**Signal wires on met1**

Supply wires on this layer in gray.
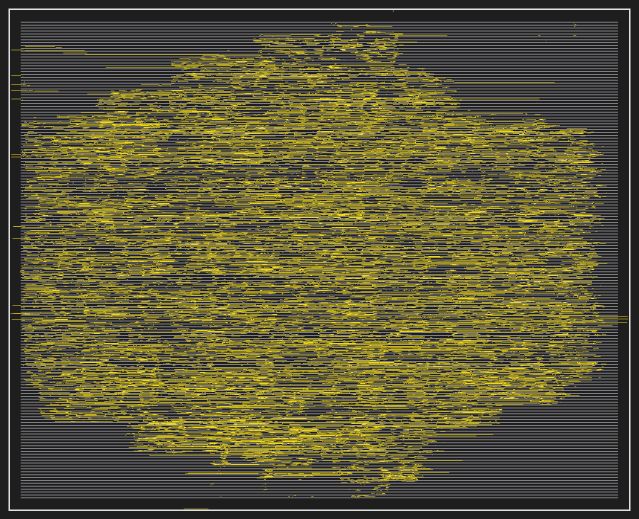
**The metal 4 layer**

Supply wires on this layer in gray.
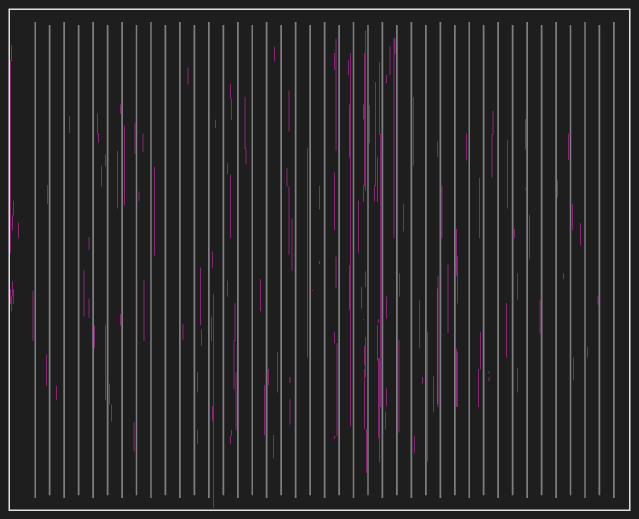
**Close-up of the layout**

The bar under the picture is 10 um long. Window x 275 to 305, y 219 to 249 um. Cells in gray, sequential cells in the stronger gray; small squares are vias.
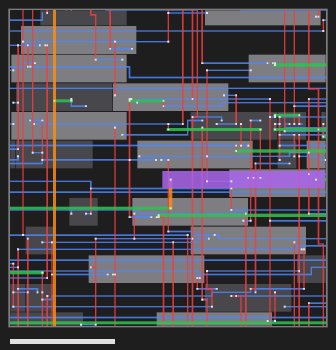
[src/rtl/pt_pkg.sv]
// Shared types and default sizing for the page-table responder slice.
package pt_pkg;

  localparam int PT_VPN_W   = 20;
  localparam int PT_PFN_W   = 20;
  localparam int PT_IDX_W   = 6;
  localparam int PT_TAG_W   = PT_VPN_W - PT_IDX_W;
  localparam int PT_LATENCY = 2;

  typedef enum logic [2:0] {
    IDLE,
    READ,
    WAIT,
    CHECK,
    RESP,
    DROP
  } state_t;

  typedef struct packed {
    logic [PT_TAG_W-1:0] tag;
    logic [PT_PFN_W-1:0] pfn;
  } pte_t;

endpackage

[src/rtl/pt_entry_ram.sv]
// Tag+PFN storage: one write port, one registered read port, read-before-write.
module pt_entry_ram #(
  parameter int ADDR_W = 6,
  parameter int DATA_W = 34
) (
  input  logic              clk,
  input  logic              wr_en_i,
  input  logic [ADDR_W-1:0] wr_addr_i,
  input  logic [DATA_W-1:0] wr_data_i,
  input  logic              rd_en_i,
  input  logic [ADDR_W-1:0] rd_addr_i,
  output logic [DATA_W-1:0] rd_data_o
);

  logic [DATA_W-1:0] mem_q [2**ADDR_W];
  logic [DATA_W-1:0] rd_data_q;

  // Both ports use non-blocking updates, so a same-edge read sees the old word.
  always_ff @(posedge clk) begin
    if (wr_en_i) begin
      mem_q[wr_addr_i] <= wr_data_i;
    end
    if (rd_en_i) begin
      rd_data_q <= mem_q[rd_addr_i];
    end
  end

  assign rd_data_o = rd_data_q;

endmodule

[src/rtl/page_table_responder.sv]
// Page-table responder: direct-mapped tagged lookup with programmable latency.
// Optional miss reporting via the page_fault port when PT_FAULT_EN is defined.
module page_table_responder
  import pt_pkg::*;
#(
  parameter int VPN_W   = PT_VPN_W,
  parameter int PFN_W   = PT_PFN_W,
  parameter int IDX_W   = PT_IDX_W,
  parameter int LATENCY = PT_LATENCY
) (
  input  logic             clk,
  input  logic             reset,
  input  logic             page_table_access,
  input  logic [VPN_W-1:0] virtual_page_number,
  output logic [PFN_W-1:0] page_table_frame,
  output logic             page_table_ready,
  input  logic             pt_wr_en,
  input  logic [VPN_W-1:0] pt_wr_vpn,
  input  logic [PFN_W-1:0] pt_wr_frame,
  input  logic             pt_wr_valid,
  output logic             busy
`ifdef PT_FAULT_EN
  ,
  output logic             page_fault
`endif
);

  localparam int DEPTH = 2**IDX_W;
  localparam int TAG_W = VPN_W - IDX_W;
  localparam int ENT_W = TAG_W + PFN_W;
  localparam logic [3:0] WAIT_LAST = (LATENCY > 0) ? 4'(LATENCY - 1) : 4'd0;

  state_t             state_q, state_d;
  logic [VPN_W-1:0]   req_vpn_q;
  logic [3:0]         wait_cnt_q;
  logic [DEPTH-1:0]   valid_q;
  logic               valid_rd_q;
  logic [PFN_W-1:0]   frame_q;
  logic [ENT_W-1:0]   ram_rdata;
  logic               hit;
`ifdef PT_FAULT_EN
  logic               miss_q;
`endif

  pt_entry_ram #(
    .ADDR_W (IDX_W),
    .DATA_W (ENT_W)
  ) u_entry_ram (
    .clk       (clk),
    .wr_en_i   (pt_wr_en),
    .wr_addr_i (pt_wr_vpn[IDX_W-1:0]),
    .wr_data_i ({pt_wr_vpn[VPN_W-1:IDX_W], pt_wr_frame}),
    .rd_en_i   (state_q == READ),
    .rd_addr_i (req_vpn_q[IDX_W-1:0]),
    .rd_data_o (ram_rdata)
  );

  assign hit = valid_rd_q && (ram_rdata[ENT_W-1:PFN_W] == req_vpn_q[VPN_W-1:IDX_W]);

  always_ff @(posedge clk or posedge reset) begin
    if (reset) begin
      state_q <= IDLE;
    end else begin
      state_q <= state_d;
    end
  end

  // Dropping the request before the response abandons the lookup silently.
  always_comb begin
    state_d = state_q;
    unique case (state_q)
      IDLE:    if (page_table_access) state_d = READ;
      READ:    if (!page_table_access) state_d = IDLE;
               else if (LATENCY == 0) state_d = CHECK;
               else state_d = WAIT;
      WAIT:    if (!page_table_access) state_d = IDLE;
               else if (wait_cnt_q == WAIT_LAST) state_d = CHECK;
      CHECK:   if (!page_table_access) state_d = IDLE;
               else state_d = RESP;
      RESP:    state_d = DROP;
      DROP:    if (!page_table_access) state_d = IDLE;
      default: state_d = IDLE;
    endcase
  end

  always_comb begin
    busy             = (state_q != IDLE);
    page_table_ready = (state_q == RESP);
`ifdef PT_FAULT_EN
    page_fault       = (state_q == RESP) && miss_q;
`endif
  end

  // Valid bits live in flops so reset clears every entry at once.
  always_ff @(posedge clk or posedge reset) begin
    if (reset) begin
      valid_q <= '0;
    end else if (pt_wr_en) begin
      valid_q[pt_wr_vpn[IDX_W-1:0]] <= pt_wr_valid;
    end
  end

  always_ff @(posedge clk or posedge reset) begin
    if (reset) begin
      req_vpn_q  <= '0;
      wait_cnt_q <= '0;
      valid_rd_q <= 1'b0;
      frame_q    <= '0;
`ifdef PT_FAULT_EN
      miss_q     <= 1'b0;
`endif
    end else begin
      if (state_q == IDLE && page_table_access) begin
        req_vpn_q <= virtual_page_number;
      end
      if (state_q == READ) begin
        valid_rd_q <= valid_q[req_vpn_q[IDX_W-1:0]];
        wait_cnt_q <= '0;
      end else if (state_q == WAIT) begin
        wait_cnt_q <= wait_cnt_q + 4'd1;
      end
      if (state_d == RESP) begin
        frame_q <= hit ? ram_rdata[PFN_W-1:0] : '0;
`ifdef PT_FAULT_EN
        miss_q  <= !hit;
`endif
      end
    end
  end

  assign page_table_frame = frame_q;

endmodule

[config.mk]
export PLATFORM = sky130hd
export DESIGN_NAME = page_table_responder
export DESIGN_NICKNAME = d
export VERILOG_FILES = /design/src/rtl/pt_pkg.sv /design/src/rtl/pt_entry_ram.sv /design/src/rtl/page_table_responder.sv
export SDC_FILE = /design/constraint.sdc
export NUM_CORES = 2
export LEC_CHECK = 0
export ABC_CLOCK_PERIOD_IN_PS = 3600
export CAP_MARGIN = 5
export CORE_ASPECT_RATIO = 0.8
export CORE_MARGIN = 10
export CORE_UTILIZATION = 35
export CTS_CLUSTER_DIAMETER = 120
export DETAILED_ROUTE_END_ITERATION = 8
export PLACE_DENSITY = 0.49
export SYNTH_ARGS = -nofsm -noshare
export SYNTH_HDL_FRONTEND = slang
export SYNTH_SLANG_ARGS = --single-unit
[constraint.sdc]
create_clock -name clk -period 3.6 [get_ports clk]
set_clock_uncertainty 0.15 [all_clocks]
set_input_delay 0.72 -clock clk [delete_from_list [all_inputs] [get_ports clk]]
set_output_delay 0.72 -clock clk [all_outputs]
set_load 0.01 [all_outputs]
==> deck_impl_summary.md <==
Flow Results at a Glance

Placed design
  – Post-Place Worst Slack: 0.227 ns
  – Post-detailed-placement half-perimeter wirelength: between 150000 and 200000 um
  – Dpl cells: 7373
  – Placed instance area: approximately 96000 sq um
  – Port Buffers: 86
  – RePlAce Congestion: 0.777

STA
  – Final setup fails: 0
  – Fmax achieved: 299 MHz
  – Hold Fails Final Rpt: 0
  – Final WS setup: 0.259 ns
  – Slew @ Worst Pin: 1.25 ns
  – Period utilization: 92.8%
  – Fin. max-slew vios: 0
  – Minimum hold slack: 0.120 ns
  – RSZ-0062 raised after global routing: false
  – Minimum clock period: around 3.3 ns
  – Slew margin rel.: 16.4%
  – Setup TNS: 0 ns

GRT
  – Vias in the first global route: 43600
  – Antenna violations before repair: 45
  – Pin count of the biggest net entering global routing: 65
  – Grt ovf: 0
  – GRT Total Usage: 18.2%
  – Global-route wire length before repair: 354000 um

Clock tree
  – CTS tree: yes
  – CTS clk-pin slew, worst paths: 0.06 ns
  – Num CTS Buffers: 233
  – Resize count post-CTS: 0
  – CTS sink cnt: 2322
  – Root Buffer: clkbuf_16
  – Max clock buf depth: 4
  – H-tree levels: 4
  – Clk_lat worst skew: 0.89 ns

Floorplanning
  – Die area: around 270000 sq um
  – Ports: between 80 and 90
  – Core area: 250000 sq um
  – Die width: 581 um
  – Die Y: 469 um
  – FP Util: between 30% and 40%
  – Cell row count: 164

Synthesis
  – Mean post-synth cell area: ~23 sq um
  – Area of the mapped netlist: 88000 sq um
  – Async set or reset register ratio after synthesis: 4.82%
  – Yosys warns: 0
  – Synth flops: 2322
  – Yosys stat cell total: 3851
  – Synth unique cells: 45
  – Synth Net Count: 3918
  – Mapped Cells: slightly below 4000
  – Sequential area share after synthesis: 78.6%
  – YS chip area: 88000 sq um
  – Dominant flop cell: edfxtp_1
  – Count of library flops with an enable pin: 2210

Detailed routing
  – Routed via count: 42900
  – DRC: 0
  – DRT Pass-1 Iters: 5
  – Total wire length: 253000 um
  – Antenna violation net count after detailed routing: 0
  – Drt wl/cell: around 32 um
  – Via density: 5.49
  – DR iter-0 viols: 4967

Power
  – Total power: 74.9 mW
  – Power per Cell Area: between 700 and 800 nW/um^2
  – Static Leak: 32.5 nW
  – Maximum VDD drop: 450 uV

Worst setup path
  – CP max FO: 17
  – CP Class: reg2reg
  – CP required: 4.05 ns
  – Setup crit end kind: flop
  – CP Launch Type: flop
  – Crit path DAT: 3.79 ns

Final layout
  – Final Cell Area: slightly above 100000 sq um
  – Layout Nets: 4356
  – Area Overhead vs Synth: 17.6%
  – Fin util: around two fifths
  – Fraction of layout cells with a size suffix above 1: a little under a third
  – Most used logic cell in the final layout: edfxtp_1
  – Fill cells: 21800
  – Non-filler instance count after layout: 7818
  – Most frequent cells in the layout: edfxtp_1 (2210), mux4_2 (560), a22oi_1 (266)

Run status
  – Status: completed

Flow run
  – Number of max-cap violations: 0
  – Tool warnings: 29

Min path
  – Hold WC Path Type: in2reg
## Picture notes: 'signal wires on met1'
nets with wire on the layer	4232
longest straight run	152 um
wire length on this layer	111 mm
share of all routed wire	44%

## Picture notes: 'the metal 4 layer'
main direction	vertical
wire length on this layer	6240 um

## Picture notes: 'close-up of the layout'
color	layer
blue	met1
purple	met5
green	met3
orange	met4
red	met2
most frequent	edfxtp_1 (11), mux4_2 (3)
netlist names of flops here include	u_entry_ram.mem_q (11)
sequential cells in the window	11
cells with their middle in the window	21

-- layout make-up --
class / count / area [sq um] / area share [%]
antenna: 26 / 65.1 / 0.0629
clock buffer: 314 / 6250 / 6.04
clock inverter: 104 / 776 / 0.749
inverter: 6 / 26.3 / 0.0254
multi-input combinational: 1299 / 18300 / 17.7
sequential: 2322 / 69200 / 66.8
tap: 3320 / 4150 / 4.01
timing repair buffer: 427 / 4770 / 4.61
-- Yosys cell counts (4+ instances only) --
library cell | instances | area share [%]
edfxtp_1 | 2210 | 75
mux4_2 | 560 | 14
a22oi_1 | 266 | 2.3
a21oi_1 | 133 | 0.76
clkbuf_1 | 121 | 0.52
dfrtp_1 | 112 | 3.2
mux2_2 | 85 | 1.1
nor2_1 | 79 | 0.34
buf_2 | 41 | 0.23
buf_1 | 32 | 0.14
or4_1 | 32 | 0.27
a22o_1 | 20 | 0.20
nand3_1 | 18 | 0.10
buf_6 | 17 | 0.22
nand2_1 | 16 | 0.068
o21ai_0 | 14 | 0.080
buf_4 | 13 | 0.11
nor2b_1 | 10 | 0.071
xnor2_1 | 9 | 0.090
mux2i_1 | 8 | 0.091
nor3_1 | 7 | 0.040
xor2_1 | 6 | 0.060
inv_1 | 5 | 0.021
nand3b_1 | 5 | 0.043
nand4_1 | 4 | 0.028
-- critical path, stage by stage (launching register included) --
cell and delay, ns:
dfrtp_4 0.61, buf_12 0.23, buf_12 0.22, buf_4 0.22
mux4_2 0.56, a22oi_1 0.15, a21oi_1 0.36, or4_1 0.51
-- sequential cells by signal, indices dropped and copies added (netlist names) --
register / flops
wait_cnt_q: 4
req_vpn_q: 20
u_entry_ram.mem_q: 2176
page_table_frame: 20
state_q: 3
u_entry_ram.rd_data_o: 34
valid_rd_q: 1
valid_q: 64
-- routing by layer --
layer	up-vias	track usage, %	share of wire, %
met2	1569	27.8	45
li1	17400	-	-
met3	356	5.21	8.3
met5	-	0	0.046
met4	18	4.24	2.5
met1	23600	26.0	44
-- report_power, final --
part | leakage, nW | internal [mW] | total [mW] | switching, mW
clock | 3.45 | 12.8 | 22.9 | 10.1
combinational | 7.66 | 9.13 | 20.9 | 11.8
sequential | 21.4 | 30.4 | 31.2 | 0.745
-- kinds of logic (layout without fill, tap and decap cells) --
logic type,Yosys count,count (layout),synth area share (%)
compound gates,442,442,3.39
mux,653,653,15.5
flops,2322,2322,78.6
xor+xnor,15,15,0.149
buf+inv,230,851,1.24
other cells,0,26,0
simple gates,187,187,1.10
fa+ha+maj,2,2,0.0284
-- final timing paths --
kind	start	to	slack (ns)	depth (start not counted)
hold reg to reg	u_entry_ram.rd_data_o[8]	page_table_frame[8]	0.35	1
hold / removal	pt_wr_frame[5]	u_entry_ram.mem_q[25][5]	0.12	1
min in group asynchronous	reset	req_vpn_q[14]	0.22	2
setup reg to reg	req_vpn_q[0]	u_entry_ram.rd_data_o[16]	0.26	7
max in group asynchronous	reset	page_table_frame[3]	2.22	3
setup / recovery	req_vpn_q[0]	u_entry_ram.rd_data_o[16]	0.26	7
-- repair_timing --
item,in CTS,in global routing
hold buffers,1,0
setup buffers,0,0
endpoints found under the hold margin,4,0
Power and IR drop assume default switching activity.
